File: config.mk
export PLATFORM = sky130hd
export DESIGN_NAME = piece_position_reg
export DESIGN_NICKNAME = d
export VERILOG_FILES = /design/src/rtl/piece_position_reg.sv
export SDC_FILE = /design/constraint.sdc
export NUM_CORES = 1
export LEC_CHECK = 0
export ABC_AREA = 1
export CELL_PAD_IN_SITES_DETAIL_PLACEMENT = 0
export CELL_PAD_IN_SITES_GLOBAL_PLACEMENT = 1
export CORE_ASPECT_RATIO = 2
export CORE_UTILIZATION = 28
export CTS_CLUSTER_DIAMETER = 80
export DETAILED_ROUTE_END_ITERATION = 10
export GPL_TIMING_DRIVEN = 0
export PLACE_DENSITY_LB_ADDON = 0.1
export SLEW_MARGIN = 20
export SYNTH_ARGS = -nofsm -noshare
export SYNTH_HDL_FRONTEND = slang
export SYNTH_SLANG_ARGS = --single-unit
File: constraint.sdc
create_clock -name CLK -period 2.44 [get_ports CLK]
set_input_delay 0.244 -clock CLK [delete_from_list [all_inputs] [get_ports CLK]]
set_output_delay 0.244 -clock CLK [all_outputs]
set_load 0.01 [all_outputs]
File: src/rtl/piece_position_reg.sv
// Purpose : coordinate register for the falling piece, with spawn, candidate commit and lock sequencing.
// Latency : every response is registered and appears one CLK after the triggering input edge.
// Backpr. : candidates are sampled only while cand_ready (== active) is high; nothing is queued.
//
// Ports:
//   CLK, reset              clock (rising edge) and synchronous active-low reset
//   spawn, spawn_x/_y       load a new piece while the board is empty
//   cand_valid, cand_x/_y   candidate move/rotate position from the move generator
//   cand_ok                 collision checker verdict for the presented candidate
//   placed                  piece has landed; start the one-cycle lock sequence
//   cur_x, cur_y            current packed coordinates (held after lock; gate with active)
//   active, cand_ready      piece in play; candidates accepted only while high
//   accepted, rejected      one-cycle verdict pulses for a sampled candidate
//   lock_pulse              high during the single LOCK cycle
//   move_count              accepted moves since the last spawn, saturating
module piece_position_reg #(
   parameter int CELLS = 4,
   parameter int X_W   = 3,
   parameter int Y_W   = 4,
   parameter int X_MAX = 7,
   parameter int Y_MAX = 15,
   parameter int CNT_W = 8
) (
   input  logic                   CLK,
   input  logic                   reset,
   input  logic                   spawn,
   input  logic [CELLS*X_W-1:0]   spawn_x,
   input  logic [CELLS*Y_W-1:0]   spawn_y,
   input  logic                   cand_valid,
   input  logic [CELLS*X_W-1:0]   cand_x,
   input  logic [CELLS*Y_W-1:0]   cand_y,
   input  logic                   cand_ok,
   input  logic                   placed,
   output logic [CELLS*X_W-1:0]   cur_x,
   output logic [CELLS*Y_W-1:0]   cur_y,
   output logic                   active,
   output logic                   cand_ready,
   output logic                   accepted,
   output logic                   rejected,
   output logic                   lock_pulse,
   output logic [CNT_W-1:0]       move_count
);

   typedef enum logic [1:0] {
      S_EMPTY  = 2'd0,
      S_ACTIVE = 2'd1,
      S_LOCK   = 2'd2
   } state_t;

   localparam logic [CNT_W-1:0] CNT_ONE = CNT_W'(1);
   localparam logic [CNT_W-1:0] CNT_SAT = {CNT_W{1'b1}};

   state_t state;
   logic   in_bounds;
   logic   cand_take;

   // Per-cell unsigned bounds test. Compared as int so that a limit equal to
   // the field maximum does not turn into a degenerate constant comparison.
   always_comb begin
      in_bounds = 1'b1;
      for (int i = 0; i < CELLS; i++) begin
         if (int'(cand_x[i*X_W +: X_W]) > X_MAX)
            in_bounds = 1'b0;
         if (int'(cand_y[i*Y_W +: Y_W]) > Y_MAX)
            in_bounds = 1'b0;
      end
   end

   // Commit only if the checker is happy and every cell lies on the board.
   assign cand_take  = cand_ok & in_bounds;

   assign cand_ready = active;

   always_ff @(posedge CLK) begin
      if (!reset) begin
         state      <= S_EMPTY;
         cur_x      <= '0;
         cur_y      <= '0;
         move_count <= '0;
         active     <= 1'b0;
         accepted   <= 1'b0;
         rejected   <= 1'b0;
         lock_pulse <= 1'b0;
      end else begin
         // Pulses default low so each is high for exactly one cycle.
         accepted   <= 1'b0;
         rejected   <= 1'b0;
         lock_pulse <= 1'b0;

         case (state)
            S_EMPTY: begin
               if (spawn) begin
                  cur_x      <= spawn_x;
                  cur_y      <= spawn_y;
                  move_count <= '0;
                  state      <= S_ACTIVE;
                  active     <= 1'b1;
               end
            end

            S_ACTIVE: begin
               if (placed) begin
                  // Landing wins over a same-cycle candidate; it is dropped silently.
                  state      <= S_LOCK;
                  active     <= 1'b0;
                  lock_pulse <= 1'b1;
               end else if (cand_valid) begin
                  if (cand_take) begin
                     cur_x    <= cand_x;
                     cur_y    <= cand_y;
                     accepted <= 1'b1;
                     if (move_count != CNT_SAT)
                        move_count <= move_count + CNT_ONE;
                  end else begin
                     rejected <= 1'b1;
                  end
               end
            end

            S_LOCK: begin
               // Single lock cycle; a spawn seen here is not remembered.
               state  <= S_EMPTY;
               active <= 1'b0;
            end

            default: begin
               state  <= S_EMPTY;
               active <= 1'b0;
            end
         endcase
      end
   end

endmodule

**Port wiring**

Scale: 3 px per um.
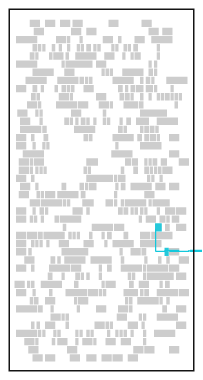
placed -> cyan  # bits 1, direction input, edge right, end cells 2, buffers 1, wire 22.9 um

**Cell sizes after repair**

Scale: 4 px per um.
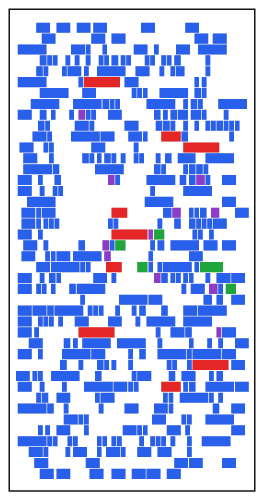
x2 -> purple  # cells 11
x3 and x4 -> green  # cells 5
x6 and larger -> red  # cells 9
x1 and smaller -> blue  # cells 389

**Signal wires by layer**

Scale: 4 px per um. Only two layers are drawn.
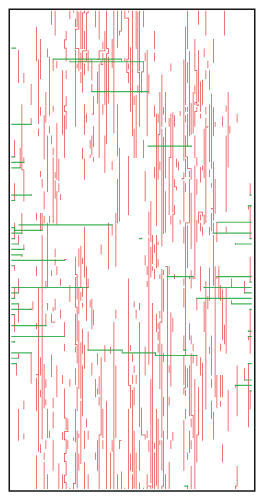
M2 -> red  # wire length 3510 um
M3 -> green  # wire length 299 um

**Ports around the boundary**

Scale: 4 px per um. Pins as bars across the die edge, other pins in gray.
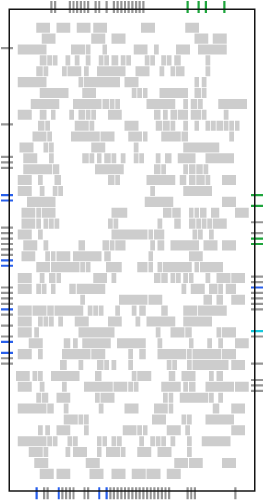
cur_x -> blue  # pins 12, direction output, edge 7 left, 4 bottom, 1 right
placed -> cyan  # pins 1, direction input, edge right
move_count -> green  # pins 8, direction output, edge 4 top, 4 right
all pins by edge = 33 bottom, 27 left, 24 top, 19 right

**Cell outlines without signal wires**

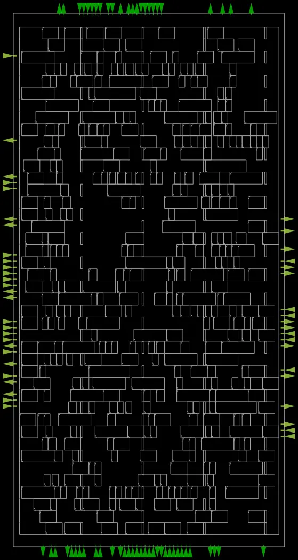
Layout fillers: 746
Core Footprint: 6670 um2

==> out/results.tsv <==
metric	value	unit
use_met2	34.3	%
path_class	flip-flop to flip-flop	
m1WireLength	2370	um
dieArea	7320	um2
ioPinCount	103	
holdPathStages	2	
tap_cells	88	
placementRows	42	
ctsHoldBuffers	0	
timing.rr.start	move_count[0]	
clk_latency	0.29	ns
grt_use_total	18.6	%
cts_tree	yes	
outcome	finished clean	
critPathBufInv	1	
yosys-stat-cells	304	
fmax	601	MHz
grt_pass1_vias	2120	
ys_area	1950	um2
min_to	cur_y[13]	
ys_sh_xor	0	%
setup_viol	0	
setup.worst_path.end	move_count[3]	
h-tree-depth	2	
synth_stat cells:
master | n | share of area (%)
inv_2 | 2 | 0.39
clkbuf_1 | 4 | 0.77
buf_2 | 2 | 0.51
nand2_1 | 108 | 21
inv_1 | 12 | 2.3
nor3_1 | 1 | 0.26
nor3b_1 | 1 | 0.39
buf_6 | 2 | 1.2
nand3b_1 | 1 | 0.39
o21ai_0 | 31 | 8.0
dfxtp_1 | 41 | 42
ha_1 | 1 | 0.64
a21oi_1 | 5 | 1.3
nand3_1 | 12 | 3.1
o21ai_4 | 1 | 0.83
nand2_2 | 4 | 1.3
buf_1 | 1 | 0.19
nor2_1 | 66 | 13
clkbuf_2 | 2 | 0.51
buf_4 | 4 | 1.5
o22ai_1 | 1 | 0.32
nand4_1 | 2 | 0.64
